<file path="src/rtl/secuenciador_lectura_imagen_if.sv">
`default_nettype none
// ============================================================================
// Module   : secuenciador_lectura_imagen_if
// Brief    : Configuration, image-memory read and line-buffer write signals
//            of the image read sequencer.
// Revision : 1.0 - initial release
// ============================================================================
interface secuenciador_lectura_imagen_if #(
    parameter int BITS_BUS_DATOS_INSTR = 21,
    parameter int BITS_BUFFERS_IMAGEN  = 2,
    parameter int BITS_DATOS_MEM       = 32
);
    logic                            inicio;
    logic [BITS_BUS_DATOS_INSTR-1:0] direccion_mem_inicio_imagen;
    logic [BITS_BUS_DATOS_INSTR-1:0] cantidad_lecturas_mem;
    logic [BITS_BUFFERS_IMAGEN-1:0]  cantidad_buffers_internos;
    logic [BITS_BUS_DATOS_INSTR-1:0] mem_direccion;
    logic                            mem_lectura;
    logic                            mem_espera;
    logic                            mem_dato_valido;
    logic [BITS_DATOS_MEM-1:0]       mem_dato;
    logic                            buffer_escritura;
    logic [BITS_BUFFERS_IMAGEN-1:0]  buffer_seleccion;
    logic [BITS_DATOS_MEM-1:0]       buffer_dato;
    logic                            ocupado;
    logic                            terminado;

    modport master (
        input  inicio, direccion_mem_inicio_imagen, cantidad_lecturas_mem,
               cantidad_buffers_internos, mem_espera, mem_dato_valido, mem_dato,
        output mem_direccion, mem_lectura, buffer_escritura, buffer_seleccion,
               buffer_dato, ocupado, terminado
    );

    modport slave (
        output inicio, direccion_mem_inicio_imagen, cantidad_lecturas_mem,
               cantidad_buffers_internos, mem_espera, mem_dato_valido, mem_dato,
        input  mem_direccion, mem_lectura, buffer_escritura, buffer_seleccion,
               buffer_dato, ocupado, terminado
    );
endinterface
`default_nettype wire

</file>
<file path="src/rtl/secuenciador_lectura_imagen.sv">
`default_nettype none
// ============================================================================
// Module   : secuenciador_lectura_imagen
// Brief    : Issues pipelined image-memory reads and distributes the returned
//            words round-robin over the internal line buffers.
// Revision : 1.0 - initial release
// ============================================================================
module secuenciador_lectura_imagen #(
    parameter int BITS_BUS_DATOS_INSTR = 21,
    parameter int BITS_BUFFERS_IMAGEN  = 2,
    parameter int BITS_DATOS_MEM       = 32,
    parameter int PALABRAS_POR_BUFFER  = 128,
    parameter int MAX_PENDIENTES       = 4
) (
    input  logic                        clk,
    input  logic                        reset,
    secuenciador_lectura_imagen_if.master bus
);
    localparam int c_ANCHO_PEND = $clog2(MAX_PENDIENTES + 1);
    localparam int c_ANCHO_PAL  = (PALABRAS_POR_BUFFER > 1) ? $clog2(PALABRAS_POR_BUFFER) : 1;
    localparam logic [c_ANCHO_PAL-1:0]  c_ULTIMA_PALABRA = c_ANCHO_PAL'(PALABRAS_POR_BUFFER - 1);
    localparam logic [c_ANCHO_PEND-1:0] c_MAX_PEND       = c_ANCHO_PEND'(MAX_PENDIENTES);

    typedef enum logic [1:0] {
        REPOSO    = 2'd0,
        SOLICITUD = 2'd1,
        DRENAJE   = 2'd2,
        FIN       = 2'd3
    } estado_t;

    estado_t                         r_estado;
    logic [BITS_BUS_DATOS_INSTR-1:0] r_direccion;
    logic [BITS_BUS_DATOS_INSTR-1:0] r_cantidad;
    logic [BITS_BUS_DATOS_INSTR-1:0] r_emitidas;
    logic [BITS_BUFFERS_IMAGEN-1:0]  r_buffers;
    logic [c_ANCHO_PEND-1:0]         r_pendientes;
    logic [c_ANCHO_PAL-1:0]          r_palabras;
    logic [BITS_BUFFERS_IMAGEN-1:0]  r_sel_actual;
    logic [BITS_BUFFERS_IMAGEN-1:0]  r_sel_salida;
    logic [BITS_DATOS_MEM-1:0]       r_dato;
    logic                            r_lectura;
    logic                            r_escritura;
    logic                            r_ocupado;
    logic                            r_terminado;

    logic                            w_acepta;
    logic                            w_respuesta;
    logic [c_ANCHO_PEND-1:0]         w_pend_sig;
    logic [BITS_BUS_DATOS_INSTR-1:0] w_emitidas_sig;
    logic [BITS_BUFFERS_IMAGEN-1:0]  w_ultimo_buffer;
    logic [BITS_BUFFERS_IMAGEN-1:0]  w_sel_siguiente;

    assign w_acepta    = r_lectura & ~bus.mem_espera;
    // Responses outside a transfer (e.g. left over from before a reset) are dropped.
    assign w_respuesta = bus.mem_dato_valido & (r_estado != REPOSO) & (r_pendientes != '0);

    assign w_emitidas_sig  = r_emitidas + BITS_BUS_DATOS_INSTR'(w_acepta);
    assign w_ultimo_buffer = (r_buffers == '0) ? '0 : r_buffers - BITS_BUFFERS_IMAGEN'(1);
    assign w_sel_siguiente = (r_sel_actual >= w_ultimo_buffer) ? '0
                           : r_sel_actual + BITS_BUFFERS_IMAGEN'(1);

    always_comb begin
        w_pend_sig = r_pendientes;
        if (w_acepta && !w_respuesta) begin
            w_pend_sig = r_pendientes + c_ANCHO_PEND'(1);
        end else if (!w_acepta && w_respuesta) begin
            w_pend_sig = r_pendientes - c_ANCHO_PEND'(1);
        end
    end

    always_ff @(posedge clk) begin
        if (reset) begin
            r_estado     <= REPOSO;
            r_direccion  <= '0;
            r_cantidad   <= '0;
            r_emitidas   <= '0;
            r_buffers    <= '0;
            r_pendientes <= '0;
            r_palabras   <= '0;
            r_sel_actual <= '0;
            r_sel_salida <= '0;
            r_dato       <= '0;
            r_lectura    <= 1'b0;
            r_escritura  <= 1'b0;
            r_ocupado    <= 1'b0;
            r_terminado  <= 1'b0;
        end else begin
            r_terminado  <= 1'b0;
            r_pendientes <= w_pend_sig;
            r_escritura  <= w_respuesta;

            // r_sel_actual is the buffer for the next word; r_sel_salida tags the word being written.
            if (w_respuesta) begin
                r_dato       <= bus.mem_dato;
                r_sel_salida <= r_sel_actual;
                if (r_palabras == c_ULTIMA_PALABRA) begin
                    r_palabras   <= '0;
                    r_sel_actual <= w_sel_siguiente;
                end else begin
                    r_palabras <= r_palabras + c_ANCHO_PAL'(1);
                end
            end

            case (r_estado)
                REPOSO: begin
                    if (bus.inicio) begin
                        r_direccion  <= bus.direccion_mem_inicio_imagen;
                        r_cantidad   <= bus.cantidad_lecturas_mem;
                        r_buffers    <= bus.cantidad_buffers_internos;
                        r_emitidas   <= '0;
                        r_palabras   <= '0;
                        r_sel_actual <= '0;
                        r_ocupado    <= 1'b1;
                        if (bus.cantidad_lecturas_mem == '0) begin
                            r_estado <= FIN;
                        end else begin
                            r_estado  <= SOLICITUD;
                            r_lectura <= 1'b1;
                        end
                    end
                end
                SOLICITUD: begin
                    r_direccion <= r_direccion + BITS_BUS_DATOS_INSTR'(w_acepta);
                    r_emitidas  <= w_emitidas_sig;
                    if (w_emitidas_sig == r_cantidad) begin
                        r_lectura <= 1'b0;
                        r_estado  <= DRENAJE;
                    end else begin
                        r_lectura <= (w_pend_sig < c_MAX_PEND);
                    end
                end
                DRENAJE: begin
                    if (r_pendientes == '0) begin
                        r_estado <= FIN;
                    end
                end
                FIN: begin
                    r_estado    <= REPOSO;
                    r_ocupado   <= 1'b0;
                    r_terminado <= 1'b1;
                end
                default: r_estado <= REPOSO;
            endcase
        end
    end

    assign bus.mem_direccion    = r_direccion;
    assign bus.mem_lectura      = r_lectura;
    assign bus.buffer_escritura = r_escritura;
    assign bus.buffer_seleccion = r_sel_salida;
    assign bus.buffer_dato      = r_dato;
    assign bus.ocupado          = r_ocupado;
    assign bus.terminado        = r_terminado;

endmodule
`default_nettype wire

</file>
<file path="src/flat_wrapper.sv">
// flat-port wrapper written by rule: the top's interface ports become plain ports
module secuenciador_lectura_imagen_flat 
#(
    parameter int BITS_BUS_DATOS_INSTR = 21,
    parameter int BITS_BUFFERS_IMAGEN  = 2,
    parameter int BITS_DATOS_MEM       = 32,
    parameter int PALABRAS_POR_BUFFER  = 128,
    parameter int MAX_PENDIENTES       = 4
)
  (clk, reset, bus_inicio, bus_direccion_mem_inicio_imagen, bus_cantidad_lecturas_mem, bus_cantidad_buffers_internos, bus_mem_espera, bus_mem_dato_valido, bus_mem_dato, bus_mem_direccion, bus_mem_lectura, bus_buffer_escritura, bus_buffer_seleccion, bus_buffer_dato, bus_ocupado, bus_terminado);
  secuenciador_lectura_imagen_if #(.BITS_BUS_DATOS_INSTR(BITS_BUS_DATOS_INSTR), .BITS_BUFFERS_IMAGEN(BITS_BUFFERS_IMAGEN), .BITS_DATOS_MEM(BITS_DATOS_MEM)) bus_i ();
  input  logic clk;
  input  logic reset;
  input wire logic [$bits(bus_i.inicio)-1:0] bus_inicio;
  input wire logic [$bits(bus_i.direccion_mem_inicio_imagen)-1:0] bus_direccion_mem_inicio_imagen;
  input wire logic [$bits(bus_i.cantidad_lecturas_mem)-1:0] bus_cantidad_lecturas_mem;
  input wire logic [$bits(bus_i.cantidad_buffers_internos)-1:0] bus_cantidad_buffers_internos;
  input wire logic [$bits(bus_i.mem_espera)-1:0] bus_mem_espera;
  input wire logic [$bits(bus_i.mem_dato_valido)-1:0] bus_mem_dato_valido;
  input wire logic [$bits(bus_i.mem_dato)-1:0] bus_mem_dato;
  output wire logic [$bits(bus_i.mem_direccion)-1:0] bus_mem_direccion;
  output wire logic [$bits(bus_i.mem_lectura)-1:0] bus_mem_lectura;
  output wire logic [$bits(bus_i.buffer_escritura)-1:0] bus_buffer_escritura;
  output wire logic [$bits(bus_i.buffer_seleccion)-1:0] bus_buffer_seleccion;
  output wire logic [$bits(bus_i.buffer_dato)-1:0] bus_buffer_dato;
  output wire logic [$bits(bus_i.ocupado)-1:0] bus_ocupado;
  output wire logic [$bits(bus_i.terminado)-1:0] bus_terminado;
  assign bus_i.inicio = bus_inicio;
  assign bus_i.direccion_mem_inicio_imagen = bus_direccion_mem_inicio_imagen;
  assign bus_i.cantidad_lecturas_mem = bus_cantidad_lecturas_mem;
  assign bus_i.cantidad_buffers_internos = bus_cantidad_buffers_internos;
  assign bus_i.mem_espera = bus_mem_espera;
  assign bus_i.mem_dato_valido = bus_mem_dato_valido;
  assign bus_i.mem_dato = bus_mem_dato;
  assign bus_mem_direccion = bus_i.mem_direccion;
  assign bus_mem_lectura = bus_i.mem_lectura;
  assign bus_buffer_escritura = bus_i.buffer_escritura;
  assign bus_buffer_seleccion = bus_i.buffer_seleccion;
  assign bus_buffer_dato = bus_i.buffer_dato;
  assign bus_ocupado = bus_i.ocupado;
  assign bus_terminado = bus_i.terminado;
  secuenciador_lectura_imagen #(.BITS_BUS_DATOS_INSTR(BITS_BUS_DATOS_INSTR), .BITS_BUFFERS_IMAGEN(BITS_BUFFERS_IMAGEN), .BITS_DATOS_MEM(BITS_DATOS_MEM), .PALABRAS_POR_BUFFER(PALABRAS_POR_BUFFER), .MAX_PENDIENTES(MAX_PENDIENTES)) u_core (.clk(clk), .reset(reset), .bus(bus_i));
endmodule
</file>
<file path="config.mk">
export PLATFORM = sky130hd
export DESIGN_NAME = secuenciador_lectura_imagen_flat
export DESIGN_NICKNAME = d
export VERILOG_FILES = /design/src/rtl/secuenciador_lectura_imagen_if.sv /design/src/rtl/secuenciador_lectura_imagen.sv /design/src/flat_wrapper.sv
export SDC_FILE = /design/constraint.sdc
export NUM_CORES = 1
export LEC_CHECK = 0
export ABC_AREA = 1
export ABC_CLOCK_PERIOD_IN_PS = 7500
export CAP_MARGIN = 0
export CORE_MARGIN = 3
export CORE_UTILIZATION = 54
export DETAILED_ROUTE_END_ITERATION = 12
export MAX_ROUTING_LAYER = met4
export PLACE_DENSITY_LB_ADDON = 0.08
export SYNTH_ARGS = -nofsm -noshare
export SYNTH_HDL_FRONTEND = slang
export SYNTH_SLANG_ARGS = --single-unit
</file>
<file path="constraint.sdc">
create_clock -name clk -period 7.5 [get_ports clk]
set_input_delay 1.5 -clock clk [delete_from_list [all_inputs] [get_ports clk]]
set_output_delay 1.5 -clock clk [all_outputs]
set_load 0.02 [all_outputs]
</file>
Metal 4:
Scale bar: 20 um. Supply wires on this layer in grey. Cells faint in the background.
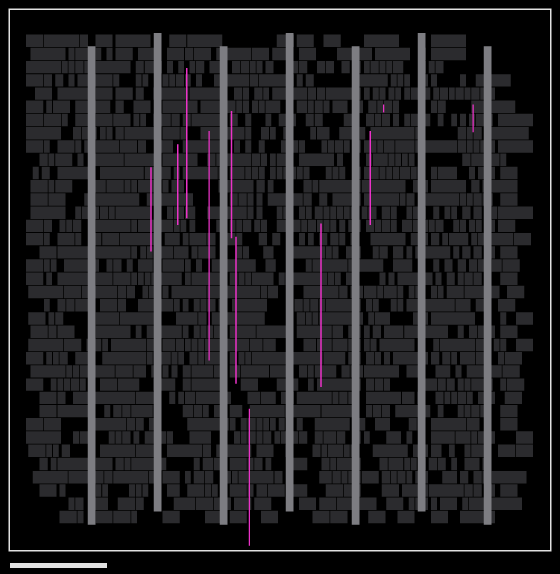
share of all routed wire: 1.5%
nets with wire on the layer: 7
longest straight run: 46.9 um

==> notes.md <==
Implementation results

Per the post-synthesis report, the nets total between 900 and 1000. The pin count of the biggest net entering global routing is 47. The worst hold path begins at u_core.r_cantidad[20]$_SDFFE_PP0P_. The post-route utilization of the core is recorded as between 70% and 80%. For this run, the number of Yosys warnings is 0. The total stage count of the critical path is 10. No sink is reached through more buffers than the 2 on the longest clock path. The post-synthesis cell type count is 40. Along the critical path, the tally of buffer and inverter instances is 5. The final antenna-violating net count is 0.

TritonRoute reported its final design rule violation total as 0. Per the synthesis report, the adder-cell share of the synthesized area is between 3 and 4%. The clock net in this run drives a total of 117 sinks. The yosys stat cell total is between 800 and 900. The OpenROAD warning count is 33. The critical path endpoint has a required time of 7.89 ns. The overall overflow remaining after global route is 0.

The die is ~110 um wide. The critical path class is primary input to flip-flop. The number of hold violations in the final report is 0. Looking at the max-slew report, the worst-margin pin has a slew of approximately 1.1 ns. The number of top-level pins is 140. Yosys mapped a number of flops with a built-in enable equal to 0.

The final-stage net count is 1094. The post-layout period usage of the worst path is between 60% and 70%. The share of the core area taken by cells at floorplan is between 50% and 60%. The synthesis report names the predominant flop master as dfxtp_1. The buffer_ports step reported a buffer count of ~140. The area taken by flip-flops and latches is 0.00234 mm2. The report lists the cells along the critical path as clkdlybuf4s50_1, nand2_1, inv_1, a21oi_4, buf_4, clkinv_1, nand2_1, inv_1, o21ai_0, a31oi_1.

Per the detailed placement report, the placed cell area equals 0.00744 mm2. The worst-path maximum fanout is approximately 46. The xor/xnor share of the synthesized area is 4.16%.

Among all stages on the critical path, the maximum delay recorded is 0.81 ns. The flow measured a signed area growth from synthesis to layout of 34.3%. TritonCTS built the clock tree. The chip occupies around 0.012 mm2.

The finished layout holds 1145 standard cells, fillers aside. The run finished with clean final reports. In the final run the clock tree shows a worst skew of 0.00935 ns. Per the OpenROAD floorplan log, the height of the die is around 110 um. The final-report max-slew violation count is 0.

Of the combinational cells, the family taking the most area is simple AND/OR/NAND/NOR gates. Logged for this run, the post-placement worst setup slack is ~2.5 ns. The flow reports an fmax of 218 MHz.
Routing congestion map:
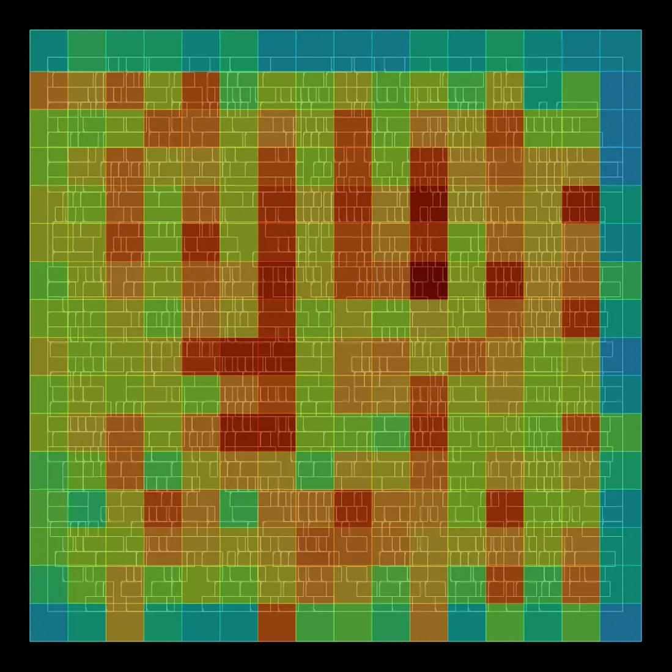
global-route met2 utilization: 47.2%
routed wire length per instance: 14.5 um
GR met1 Demand/Resource: 32.4%
GR peak layer: met2

layer usage:
metal  up-vias  track usage [%]  routed length, um
li1       3071                -                  -
met1      2822             32.4               6900
met2       238             47.2               8130
met3        28             7.75               1310
met4         0             7.54                253
met5         -                -                  0
report_power, final:
part | switching, W | leakage, nW | internal [W]
Sequential | 0.000107 | 0.954 | 0.000746
Combinational | 0.000527 | 2.09 | 0.000355
Clock | 0.000294 | 0.269 | 0.000464
Total | 0.000928 | 3.31 | 0.00156
layout make-up:
class / count / share of cell area (%)
clock buffers: 20 / 5.69
clock inverters: 11 / 1.28
inverters: 74 / 3.47
multi-input cells: 642 / 40.2
flip-flops and latches: 117 / 29.3
well taps: 136 / 2.13
repair buffers: 145 / 18.0
Power figures rest on the tool's default switching activity, not on a simulated workload.
